==> config.mk <==
export PLATFORM = sky130hd
export DESIGN_NAME = spec_acc_sequencer_flat
export DESIGN_NICKNAME = d
export VERILOG_FILES = /design/src/rtl/spec_acc_sequencer_if.sv /design/src/rtl/spec_acc_sequencer.sv /design/src/flat_wrapper.sv
export SDC_FILE = /design/constraint.sdc
export NUM_CORES = 1
export LEC_CHECK = 0
export CORE_UTILIZATION = 35
export DETAILED_ROUTE_END_ITERATION = 8
export GPL_TIMING_DRIVEN = 0
export REMOVE_ABC_BUFFERS = 1
export SLEW_MARGIN = 20
export SYNTH_ARGS = -nofsm -noshare
export SYNTH_HDL_FRONTEND = slang
export SYNTH_SLANG_ARGS = --single-unit
export TNS_END_PERCENT = 100
==> constraint.sdc <==
create_clock -name clk -period 4.9 [get_ports clk]
set_clock_uncertainty 0.05 [all_clocks]
set_input_delay 0.49 -clock clk [delete_from_list [all_inputs] [get_ports clk]]
set_output_delay 0.49 -clock clk [all_outputs]
set_load 0.02 [all_outputs]
Fig. 1: clock network drawn from the DEF
Scale: 4 px per um.
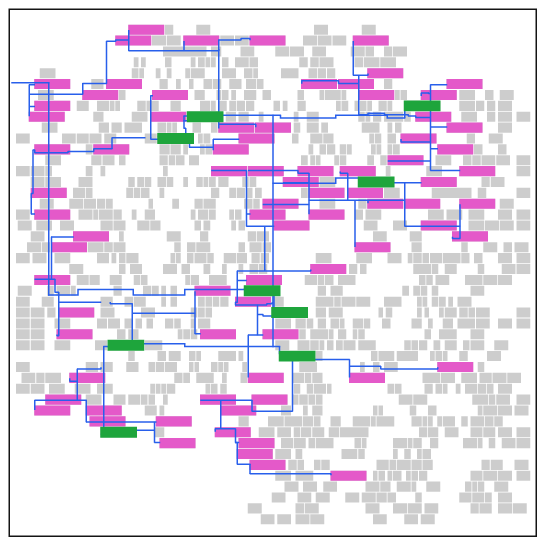
magenta -> flip-flops  # count 79
blue -> clock wires  # length 1210 um
green -> cells driving clock nets  # count 9
routed clock nets = 10
flops lie = all over the die
clock power share: 22.9%
power in the clock group: 0.710 mW
Late-Pin Clk Latency: 0.34 ns

Fig. 2: clock nets
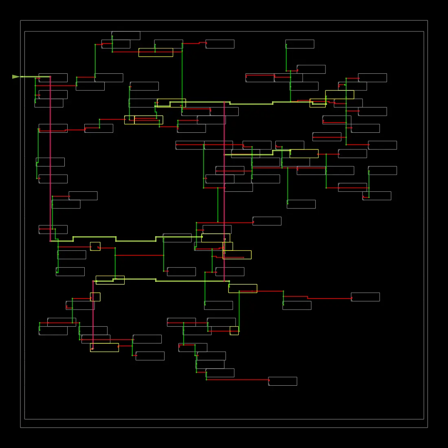
clock buffers: 10
flop count: 79

Fig. 3: gate families picked out
Scale: 2 px per um.
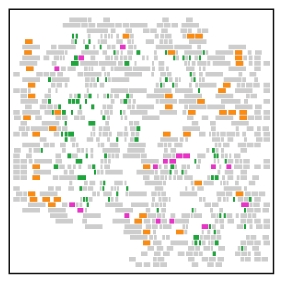
orange -> multiplexers  # cells 43, where all over the die
magenta -> AND-OR and OR-AND gates  # cells 17
green -> NAND gates  # cells 97
logic gate fraction of the total cell area: 47.0%
Top cell excl fill/tap: clkdlybuf4s50_1
final std cells w/o fill: 1029

Fig. 4: M3 wires
Scale: 4 px per um.
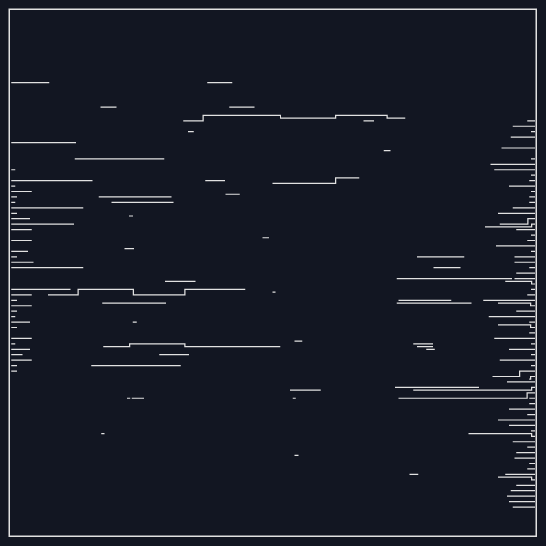
share of all routed wire = 5.8%
nets with wire on the layer = 132
main direction = horizontal
wire length on this layer = 1030 um
longest straight run = 32.0 um
final WL: 17.9 mm
via total after detailed routing: 5725
fraction of met3 tracks used by global routing: 4.24%

Fig. 5: metal layers overlaid
Scale: 2 px per um.
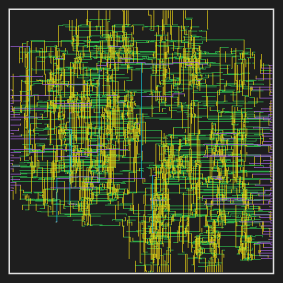
purple -> met3  # wire length 1030 um
cyan -> met4  # wire length 281 um
yellow -> met2  # wire length 8070 um
green -> met1  # wire length 8530 um
average detailed-routed wire length per instance: 17.4 um
gr usage total: 20.7%

==> run notes <==
The run finished with clean final reports. Across all register-to-register paths, the minimum setup slack is 1.53 ns. The floorplan step defined a core boundary enclosing 16100 um^2.

The run gives 0 as the count of pins over their slew limit. In this run, CTS created clock tree buffers numbering 9. Per the summary, power density relative to cell area is 399 nW/um^2. The run gives 0 for the count of antenna-violating nets left after detailed routing. In this run, synthesis inferred 0 flip-flops with an integrated enable. The longest clock path from root to sink contains 2 buffers.

The number of rows created at floorplan came out at 46. The synthesized netlist has a Yosys-reported chip area of 5860 um^2. Die span in y: 131 um.

The fraction of layout cells with a size suffix above 1 was 9.10%; the fraction of synthesized cell area in xor and xnor cells was 6.13%. For the portion of the post-synthesis area used by sequential elements, the log shows 33.7%. TritonCTS built the clock tree. The final weighted congestion recorded by global placement is 0.910. After synthesis, the design contains 690 cells according to Yosys.

The run gives 900 for the net count reported at finish. Note that the worst hold path type here is in2async. With the via count of the first global-routing pass at 5484, the number of synthesized register bits is 79.

The H-tree generated during clock tree synthesis spans 3 levels. The normalized max-slew margin is 32.5%, and the area fraction in mux cells is 8.22%. In this run the maximum-capacitance check reported violations numbering 0. Counting cells, the worst reg-to-reg path comes to 7.

TritonCTS sink count: 79. The pre-CTS setup slack was 0.180 ns. The synthesis report lists the most area-consuming cells as dfrtp_1 34%, mux2_2 7.9%, o21ai_0 6.1%. The run gives 0 for the DRC violation count after routing.

In the synthesized netlist the async set-or-reset flop fraction comes to 100%. The effective utilization at floorplan was 36.4%. With the measured slew at the worst slew-check pin at 1.01 ns, the overall power consumption is 3.10 mW.

The clock-pin transition on the worst setup and hold timing paths was 0.07 ns. Yosys reports that the most numerous cell types are 79 x dfrtp_1, 72 x o21ai_0, 56 x nand2_1. The tools report the nature of the critical path endpoint as a primary output. For this run, the detailed router's first-pass iteration total came to 5. The critical path is of the in2out type. The floorplan step set the die width to 131 um.

After filler insertion, the fill cell instance count of the layout stands at 1567. The primary flip-flop cell chosen by synthesis mapping is dfrtp_1. In this run the count of I/O pins placed on the die edge is 148. The highest supply drop recorded on VDD is 175 uV. The report shows a maximum critical-path fanout of 21. For this run, the detailed router reports a per-instance via density of 5.56.

Of the total synthesized cell area, the portion taken by AND-OR and OR-AND cells is 20.8%. The run gives 147 for the number of port buffers. The cell chosen for the clock root is clkbuf_16. After synthesis, the largest family of logic cells by area is simple AND/OR/NAND/NOR gates. The share of the synthesized area in the top cell type was 33.7%.

Setup repair after global routing left no endpoint under its margin. Summing the areas of all and, or, nand and nor instances in the mapped netlist gives 22.5% of the synthesized area. The arithmetic-cell share of the synthesized area counting full adders, half adders and majority gates came out at 4.61%. Counting every instance in the synthesized netlist gives 690.

For the remaining global-route overflow, the log shows 0. The tool warning count for the run is 27. The initial antenna violation count came out at 0. Warnings reported by Yosys during synthesis add up to 0. Looking at the gate-level netlist, the highest instance count belongs to dfrtp_1. The global-route wire length before repair was 28.7 mm; the critical path required time was 4.36 ns. For the area of the mapped netlist, the log shows 5860 um^2.

The run gives 13.2 mm for the detailed placer's ending HPWL. Relative to the synthesized area, the layout overhead comes to 32.8%. The synthesized area divided by synthesized cell count works out to 8.49 um^2.
[kinds of logic (layout without fill, tap and decap cells)]
logic type / Yosys count / after routing
multiplexers: 43 / 43
XOR/XNOR: 41 / 41
AND/OR/NAND/NOR: 249 / 249
flip-flops: 79 / 79
AND-OR/OR-AND: 199 / 199
buffers and inverters: 58 / 181
adder cells (fa/ha/maj): 21 / 21
[area by class of cell]
cell class	instances	area, um^2	area share (%)
clock buffers	10	239	3.07
inverters	16	62.6	0.804
multi-input cells	553	3650	47.0
clock inverters	6	72.6	0.932
flip-flops and latches	79	1980	25.4
repair buffers	149	1510	19.4
well taps	216	270	3.47
[placed cells by master (no fill, tap or decap), drive strengths merged, types with 3 or more instances in the layout]
cell type,n
clkdlybuf4s50,147
dfrtp,79
o21ai,72
nand2,56
nor2,47
a21oi,44
mux2,41
and2,27
xnor2,23
nand3,23
a31oi,22
ha,20
inv,20
nor3,19
xor2,18
and3,15
nor4,15
a211oi,12
nand4,10
clkbuf,10
o211ai,7
nor2b,6
or3,5
and4,4
a311oi,4
o22ai,4
a21o,4
o21a,4
nor3b,4
nand2b,3
or2,3
o21bai,3
o31ai,3
o41ai,3
[stage by stage]
stage / instance area [um^2] / hold WS (ns) / instances / util [%]
CTS: 7780 / 0.456 / 1029 / 48.3
detailed placement: 7460 / 0.438 / 1013 / 46.3
finish: 7780 / 0.448 / 1029 / 48.3
floorplan: 5690 / 0.419 / 648 / -
global placement: 7430 / 0.431 / 1011 / 46.1
global route: 7780 / 0.467 / 1029 / 48.3
[critical path, stage by stage]
cell and delay [ns]:
clkdlybuf4s50_1 0.47, ha_1 0.22, fa_1 0.25, a21oi_1 0.10, o211ai_1 0.36, a22oi_1 0.18
o21a_1 0.28, or3_2 0.75, a31oi_1 0.41, clkdlybuf4s50_1 0.69
[power by group]
group          switching, mW  leakage, nW  internal [mW]
clock network          0.294        0.151          0.416
registers              0.182         1.04          0.813
logic                  0.770         1.89          0.628
[layer usage]
layer	share of wire [%]	track usage (%)
met5	0	0
met4	1.6	6.14
met2	45	32.8
met1	48	28.1
met3	5.8	4.24
[what timing repair did]
action | 4_1_cts | 5_1_grt
setup buffers | 0 | 0
gates resized | 0 | 1
hold buffers | 0 | 0
setup endpoints to repair | 0 | 5
No activity file was given, so power comes from the tool's default toggle rates.
